===== src/rtl/core101_mem_arbiter.sv =====
// Round-robin arbiter sharing one external memory port between fetch (F) and data (D).
// Optional build macro MEM_ARB_TIMEOUT_EN adds a BUSY watchdog with sticky err_out.
module core101_mem_arbiter #(
  parameter int ADDR_W  = 32,
  parameter int DATA_W  = 32,
  parameter int TIMEOUT = 255
) (
  input  logic              clock_in,
  input  logic              reset_in,
  input  logic              f_req_in,
  input  logic [ADDR_W-1:0] f_addr_in,
  output logic              f_done_out,
  output logic [DATA_W-1:0] f_rdata_out,
  input  logic              d_req_in,
  input  logic              d_we_in,
  input  logic [ADDR_W-1:0] d_addr_in,
  input  logic [DATA_W-1:0] d_wdata_in,
  output logic              d_done_out,
  output logic [DATA_W-1:0] d_rdata_out,
  output logic [ADDR_W-1:0] mem_addr_out,
  output logic [DATA_W-1:0] mem_wdata_out,
  output logic              mem_read_out,
  output logic              mem_write_out,
  input  logic [DATA_W-1:0] mem_rdata_in,
  input  logic              mem_valid_in,
  output logic              err_out
);

  localparam logic [1:0] IDLE   = 2'd0;
  localparam logic [1:0] BUSY_F = 2'd1;
  localparam logic [1:0] BUSY_D = 2'd2;

  logic [1:0]        state_q, state_d;
  logic              last_d_q, last_d_d;
  logic [ADDR_W-1:0] addr_q, addr_d;
  logic [DATA_W-1:0] wdata_q, wdata_d;
  logic              we_q, we_d;
  logic              f_done_q, f_done_d;
  logic              d_done_q, d_done_d;
  logic [DATA_W-1:0] f_rdata_q, f_rdata_d;
  logic [DATA_W-1:0] d_rdata_q, d_rdata_d;
  logic              grant_f, grant_d;
  logic              busy;
  logic              timeout_hit;

  assign busy = (state_q == BUSY_F) || (state_q == BUSY_D);

`ifdef MEM_ARB_TIMEOUT_EN
  localparam int CNT_W = ($clog2(TIMEOUT + 1) > 8) ? $clog2(TIMEOUT + 1) : 8;

  logic [CNT_W-1:0] cnt_q, cnt_d;
  logic             err_q, err_d;

  // Counter is zero on the grant edge, so it reads N-1 during the N-th BUSY cycle.
  assign timeout_hit = busy && !mem_valid_in && (cnt_q == CNT_W'(TIMEOUT - 1));

  always_comb begin
    cnt_d = busy ? cnt_q + 1'b1 : '0;
    err_d = err_q | timeout_hit;
  end

  always_ff @(posedge clock_in or negedge reset_in) begin
    if (!reset_in) begin
      cnt_q <= '0;
      err_q <= 1'b0;
    end else begin
      cnt_q <= cnt_d;
      err_q <= err_d;
    end
  end

  assign err_out = err_q;
`else
  assign timeout_hit = 1'b0;
  assign err_out     = 1'b0;
`endif

  // D wins a tie unless it was the last port served.
  assign grant_d = d_req_in && (!f_req_in || !last_d_q);
  assign grant_f = f_req_in && !grant_d;

  // NOTE: every signal assigned here gets a default first so no latch is inferred.
  always_comb begin
    state_d   = state_q;
    last_d_d  = last_d_q;
    addr_d    = addr_q;
    wdata_d   = wdata_q;
    we_d      = we_q;
    f_done_d  = 1'b0;
    d_done_d  = 1'b0;
    f_rdata_d = f_rdata_q;
    d_rdata_d = d_rdata_q;
    case (state_q)
      IDLE: begin
        if (grant_d) begin
          state_d = BUSY_D;
          addr_d  = d_addr_in;
          we_d    = d_we_in;
          wdata_d = d_wdata_in;
        end else if (grant_f) begin
          state_d = BUSY_F;
          addr_d  = f_addr_in;
          we_d    = 1'b0;
        end
      end
      BUSY_F: begin
        if (mem_valid_in) begin
          f_rdata_d = mem_rdata_in;
          f_done_d  = 1'b1;
          last_d_d  = 1'b0;
          state_d   = IDLE;
        end else if (timeout_hit) begin
          f_rdata_d = '0;
          f_done_d  = 1'b1;
          last_d_d  = 1'b0;
          state_d   = IDLE;
        end
      end
      BUSY_D: begin
        if (mem_valid_in) begin
          if (!we_q) d_rdata_d = mem_rdata_in;
          d_done_d = 1'b1;
          last_d_d = 1'b1;
          state_d  = IDLE;
        end else if (timeout_hit) begin
          d_rdata_d = '0;
          d_done_d  = 1'b1;
          last_d_d  = 1'b1;
          state_d   = IDLE;
        end
      end
      default: state_d = IDLE;
    endcase
  end

  // NOTE: sequential state uses non-blocking assignments so all flops update together.
  always_ff @(posedge clock_in or negedge reset_in) begin
    if (!reset_in) begin
      state_q   <= IDLE;
      last_d_q  <= 1'b0;
      addr_q    <= '0;
      wdata_q   <= '0;
      we_q      <= 1'b0;
      f_done_q  <= 1'b0;
      d_done_q  <= 1'b0;
      f_rdata_q <= '0;
      d_rdata_q <= '0;
    end else begin
      state_q   <= state_d;
      last_d_q  <= last_d_d;
      addr_q    <= addr_d;
      wdata_q   <= wdata_d;
      we_q      <= we_d;
      f_done_q  <= f_done_d;
      d_done_q  <= d_done_d;
      f_rdata_q <= f_rdata_d;
      d_rdata_q <= d_rdata_d;
    end
  end

  // Strobes decode the registered state, so an async reset drops them immediately.
  assign mem_read_out  = (state_q == BUSY_F) || ((state_q == BUSY_D) && !we_q);
  assign mem_write_out = (state_q == BUSY_D) && we_q;
  assign mem_addr_out  = addr_q;
  assign mem_wdata_out = wdata_q;
  assign f_done_out    = f_done_q;
  assign d_done_out    = d_done_q;
  assign f_rdata_out   = f_rdata_q;
  assign d_rdata_out   = d_rdata_q;

endmodule

===== config.mk =====
export PLATFORM = sky130hd
export DESIGN_NAME = core101_mem_arbiter
export DESIGN_NICKNAME = d
export VERILOG_FILES = /design/src/rtl/core101_mem_arbiter.sv
export SDC_FILE = /design/constraint.sdc
export NUM_CORES = 1
export LEC_CHECK = 0
export CAP_MARGIN = 20
export CORE_MARGIN = 3
export CORE_UTILIZATION = 37
export CTS_BUF_LIST = sky130_fd_sc_hd__clkbuf_16
export DETAILED_ROUTE_END_ITERATION = 8
export GPL_ROUTABILITY_DRIVEN = 0
export MAX_ROUTING_LAYER = met4
export PLACE_DENSITY = 0.87
export SYNTH_ARGS = -nofsm -noshare
export SYNTH_HDL_FRONTEND = slang
export SYNTH_SLANG_ARGS = --single-unit

===== constraint.sdc =====
create_clock -name clock_in -period 1.56 [get_ports clock_in]
set_input_delay 0.312 -clock clock_in [delete_from_list [all_inputs] [get_ports clock_in]]
set_output_delay 0.312 -clock clock_in [all_outputs]
set_load 0.02 [all_outputs]

**Clock network drawn from the DEF**

Scale: 4 px per um.
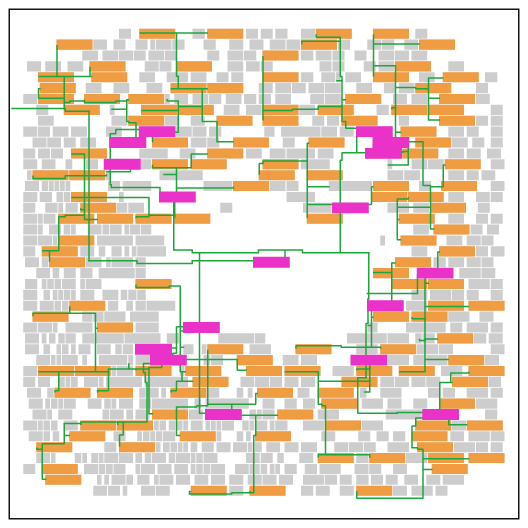
Orange marks flip-flops, count 134. Green marks clock wires, length 1660 um. Magenta marks clock-net drivers, count 17.
Position of the flops: spread over the die.
clock distribution power: 4.04 mW
clock latency on the worst-skew pair: 400 ps
portion of total power attributed to the clock network: 20.1%
clock skew after layout: 6.51 ps

**Register map, names as in the netlist**

Scale: 4 px per um.
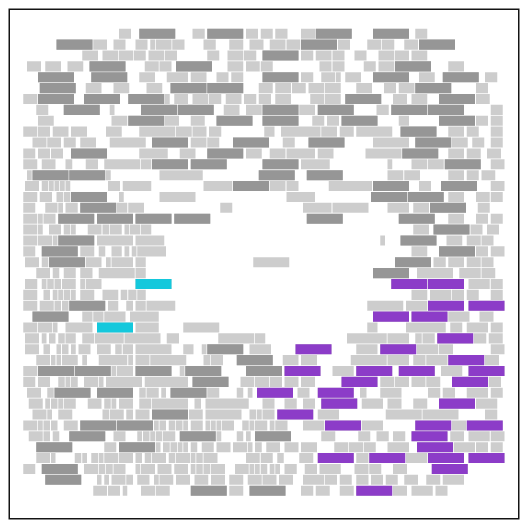
Cyan marks `state_q`, flops 2. Purple marks `mem_wdata_out`, flops 32.
share of cell area taken by flip-flops and latches: 36.0%
area used by sequential logic in the layout: 0.00335 mm^2
Final Util: 66.0%
sequential group power: 6.21 mW

**Routing congestion**

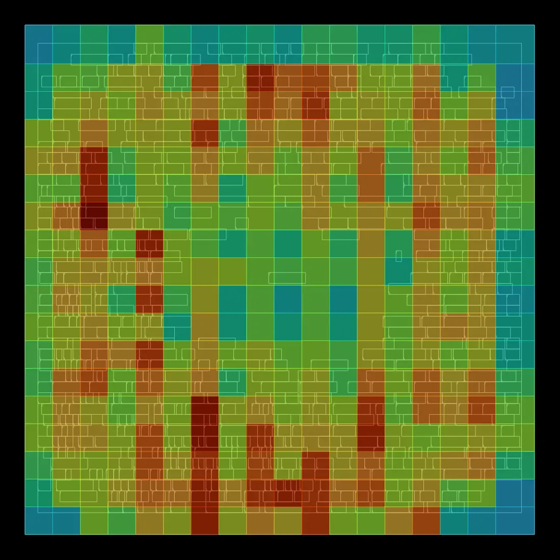
met3 demand-to-capacity share in global routing: 4.89%
fraction of met2 tracks used by global routing: 36.3%
gr usage total: 21.0%
most crowded layer after global routing: met2

**Floorplan with the power grid**

Scale: 3 px per um. Pins as bars on the die edge.
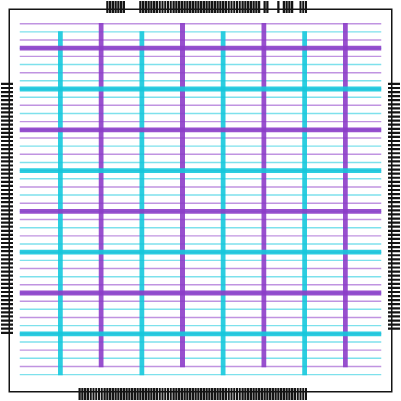
Cyan marks VSS. Purple marks VDD.
44 met1 rails follow the rows. 8 straps on met5.
core footprint: 0.0141 mm^2
peak supply drop: 1090 uV
Die Height: 127 um

==> run notes <==
Notes on the physical implementation.

- The total net switching power is 7.49 mW, for reference.
- The initial antenna violation count was 0.
- The area fraction of the dominant cell type after synthesis is 61.9%, for reference.
- The horizontal die size is 127 um, for reference.
- The tightest hold margin is 407 ps, for reference.
- Per the placement report, the placed cell count is 851.
- Summed over all instances, the cell type with the most area after synthesis is dfrtp_1.
- The share of the core filled by cells before placement is 38.4%, for reference.
- The run finished, with violations left.
- The overall power consumption is 20.1 mW, for reference.
- The primary flip-flop cell chosen by synthesis mapping is dfrtp_1, for reference.
- In this run, post-CTS repair resized a total of 161 instances.
- The checks that failed: negative setup slack.
- The required arrival time at the worst endpoint is 1250 ps, for reference.
- The OpenROAD warning count is 30, for reference.
- The clock buffer count from CTS is 17, for reference.
- The number of flops mapped to enable cells by yosys is 0, for reference.
- The detailed-route wire length on metal 1 is 6.57 mm, for reference.
- Counting cells, the worst reg-to-reg path comes to 8.
- Counting instances in the post-synthesis netlist gives the leading cell types as dfrtp_1, a21oi_1, mux2_2, nand2_1, nor2_1.
- The type of element launching the critical path is a flop, for reference.
- The warning count from the yosys run is 0, for reference.
- Setup violations remaining at the end of the flow were counted as 16.
- In the detailed route, the total length drawn on met3 is 1.02 mm.
- The critical path in the final layout is reported with a setup slack of -88.5 ps.
- Data arrives at the worst endpoint at 1340 ps.
- The area share of and/or/nand/nor cells after synthesis is 5.13%, for reference.
- After detailed routing, the number of remaining DRC violations is 0.
- The cell at the slowest stage of the critical path is dfrtp_1, for reference.
- The via count is 4431, for reference.
- The most numerous cell in the Yosys netlist is dfrtp_1, for reference.
- Internal power comes to 12.7 mW.
- Endpoints failing hold in the final report were tallied at 0.
- The pre-CTS setup check shows a worst slack of -227 ps.
- The synthesis report gives the async set-or-reset register share as 100%.
- The synthesis report lists the most area-consuming cells as dfrtp_1, mux2_2, mux2_4.
- The layout stage reports a final design area of 0.00931 mm^2.
- The total wire length is 17.1 mm, for reference.
- The via count of the first global-routing pass is 4805, for reference.
- The setup slack of the most critical reg-to-reg path is -20 ps, for reference.
- The yosys-reported design area after synthesis is 0.00542 mm^2, for reference.
- Summing the areas of all compound-gate instances in the mapped netlist gives 7.58% of the synthesized area.
- The boundary pin count is 267, for reference.
- The routed via count divided by cell count is 4.92, for reference.
- The largest net degree at the start of global routing is 53, for reference.
- After floorplanning, the die was sized to cover 0.0161 mm^2.
- The buffer depth of the longest clock path is 2, for reference.
- The first global-routing pass estimated 25.7 mm of wire.
- The fraction of the mapped netlist area in adder cells is 0.693%, for reference.
- The synthesis run identifies the leading combinational cell family as multiplexers.
- Looking at the clock tree report, the root buffer type is clkbuf_16.
- The relative area change from synthesis to final layout is 71.9%, for reference.
- The CTS clock-pin slew for the worst setup and hold paths is 60 ps, for reference.
- After layout, the minimum clock period comes to 1650 ps.
- The type of element capturing the critical path is a primary output, for reference.
- The highest clock rate this design can be run at is 0.607 GHz.
- After synthesis, the mean cell area works out to 13.2 um^2.
- For the final routed database, the setup TNS stands at -285 ps.
- The count of input and output buffers is 265, for reference.
- The maximum fanout along the worst path is 2, for reference.
- Setup repair after global routing could not meet its margin everywhere.
- The detailed-placement wirelength estimate is 11.6 mm, for reference.
- The sequential-to-total area share from yosys stat is 61.9%, for reference.
- The power report attributes to the combinational group a share of 49.1%.
- Post-route period utilization is reported as 106%.
- Counting distinct cell types in the post-synthesis netlist gives 26.
- Per STA, the worst path is made up of inv_2 > ha_2 > a21o_1 > buf_6.
- The routed design shows a wire length per standard cell of 19.0 um.
- Synthesis produced a netlist with a net count of 546.
- The post-synthesis cell area is 0.00542 mm^2, for reference.
- The row count is 43, for reference.
- The clock H-tree reported by CTS has 4 levels.
- The count of antenna-violating nets left after detailed routing is 0, for reference.
- The total count of max-transition violations in the final report is 0, for reference.
- The leakage dissipation is 4.33 nW, for reference.
- Looking at the reg2reg group, the worst path starts from state_q[1].
- The sequential power share is 30.8%, for reference.
- The number of cells produced by synthesis is 409, for reference.
- The CTS tree is yes, for reference.
- The post-cts hold buffer count is 1, for reference.
- The worst setup path is of the reg -> out kind.
- The number of sinks on the clock net is 134, for reference.
- The switching part of the total is 37.2%, for reference.
- Counting flops and latches in the post-synthesis netlist gives 134.
- The largest single stage delay on the critical path is 410 ps.
- The count of nets after finishing is 845, for reference.
- The highest metal layer carrying signal wires in the routed design is met4.
- The overflow left after global routing is 0, for reference.
- Across the run, the number of max-cap violations was 0.
- The antenna cell count is 0, for reference.
- In the Yosys report the total cell count is 409.
- Per the cell usage report, the commonest logic cells after layout are dfrtp_1, clkdlybuf4s50_1, dlygate4sd2_1, mux2_2, a21oi_1.
- The number of standard cells in the layout, taps in and fillers out is 900, for reference.
- The class of the tightest hold or removal check is in -> async, for reference.
- The fraction of final layout cells sized beyond drive strength 1 is 25.1%, for reference.
- In this run, the synthesized area fraction spent on xor and xnor cells is recorded as 0%.
- The standard cell area after detailed placement is 0.00842 mm^2, for reference.
- Before antenna repair, the detailed router went through 4 iterations.
- In this run the critical register-to-register path is captured at mem_addr_out[11].
- The number of setup buffers added after CTS is 3, for reference.
- The detailed router reports a met2 wire length of 9.21 mm.
- The area fraction in mux cells is 22.0%, for reference.
- The most frequent logic cell in the layout is dfrtp_1, for reference.
- For this design the ratio of total power to cell area is 2160 mW/mm^2.
- In this run, the number of DRC markers left after iteration 0 of detailed routing was 200.
-- worst max-delay path, delay by kind of cell, from the launching register on --
kind	cells	cell delay [ps]
fa+ha+maj	1	170
buf+inv	2	180
flops	1	410
compound gates	1	170
-- cells by family after synthesis --
logic type,count (synthesis)
other,1
multiplexers,96
buffers and inverters,28
flip-flops,134
AND/OR/NAND/NOR,71
AND-OR/OR-AND,76
adder cells (fa/ha/maj),3
-- worst max-delay path by stage --
stage          startpoint                 to  slack, ps
2_1_floorplan  state_q[0]    d_rdata_out[10]          9
3_3_place_gp     f_req_in  mem_wdata_out[29]       -200
3_5_place_dp     f_req_in  mem_wdata_out[29]       -230
4_1_cts        state_q[1]       mem_read_out       -120
5_1_grt        state_q[1]       mem_read_out       -130
6_report       state_q[1]       mem_read_out        -90
-- power by group through the flow --
stage               logic, mW  clock network, mW  registers (mW)
floorplan                3.05                  0            8.26
global placement         9.87                  0            6.18
detailed placement       10.1                  0            6.30
CTS                      9.39               4.11            6.21
global route             10.4               4.28            6.43
finish                   9.89               4.04            6.21
-- area by class of cell --
type | instances | area, um^2
fillers | 1060 | 4790
flip-flops and latches | 134 | 3350
repair buffers | 303 | 3090
multi-input cells | 247 | 2030
clock buffers | 17 | 425
well taps | 180 | 225
clock inverters | 14 | 168
inverters | 5 | 18.8
-- metal layers --
layer  up-vias  GRT usage (%)
met2       201           36.3
li1       2005              -
met1      2196           23.9
met5         -              -
met3        29           4.89
met4         0           7.32
-- registers in the layout, indices dropped and copies added (netlist names) --
name	count
mem_addr_out	32
mem_wdata_out	32
d_rdata_out	32
f_done_out	1
last_d_q	1
state_q	2
f_rdata_out	32
d_done_out	1
we_q	1
Power figures rest on the tool's default switching activity, not on a simulated workload.
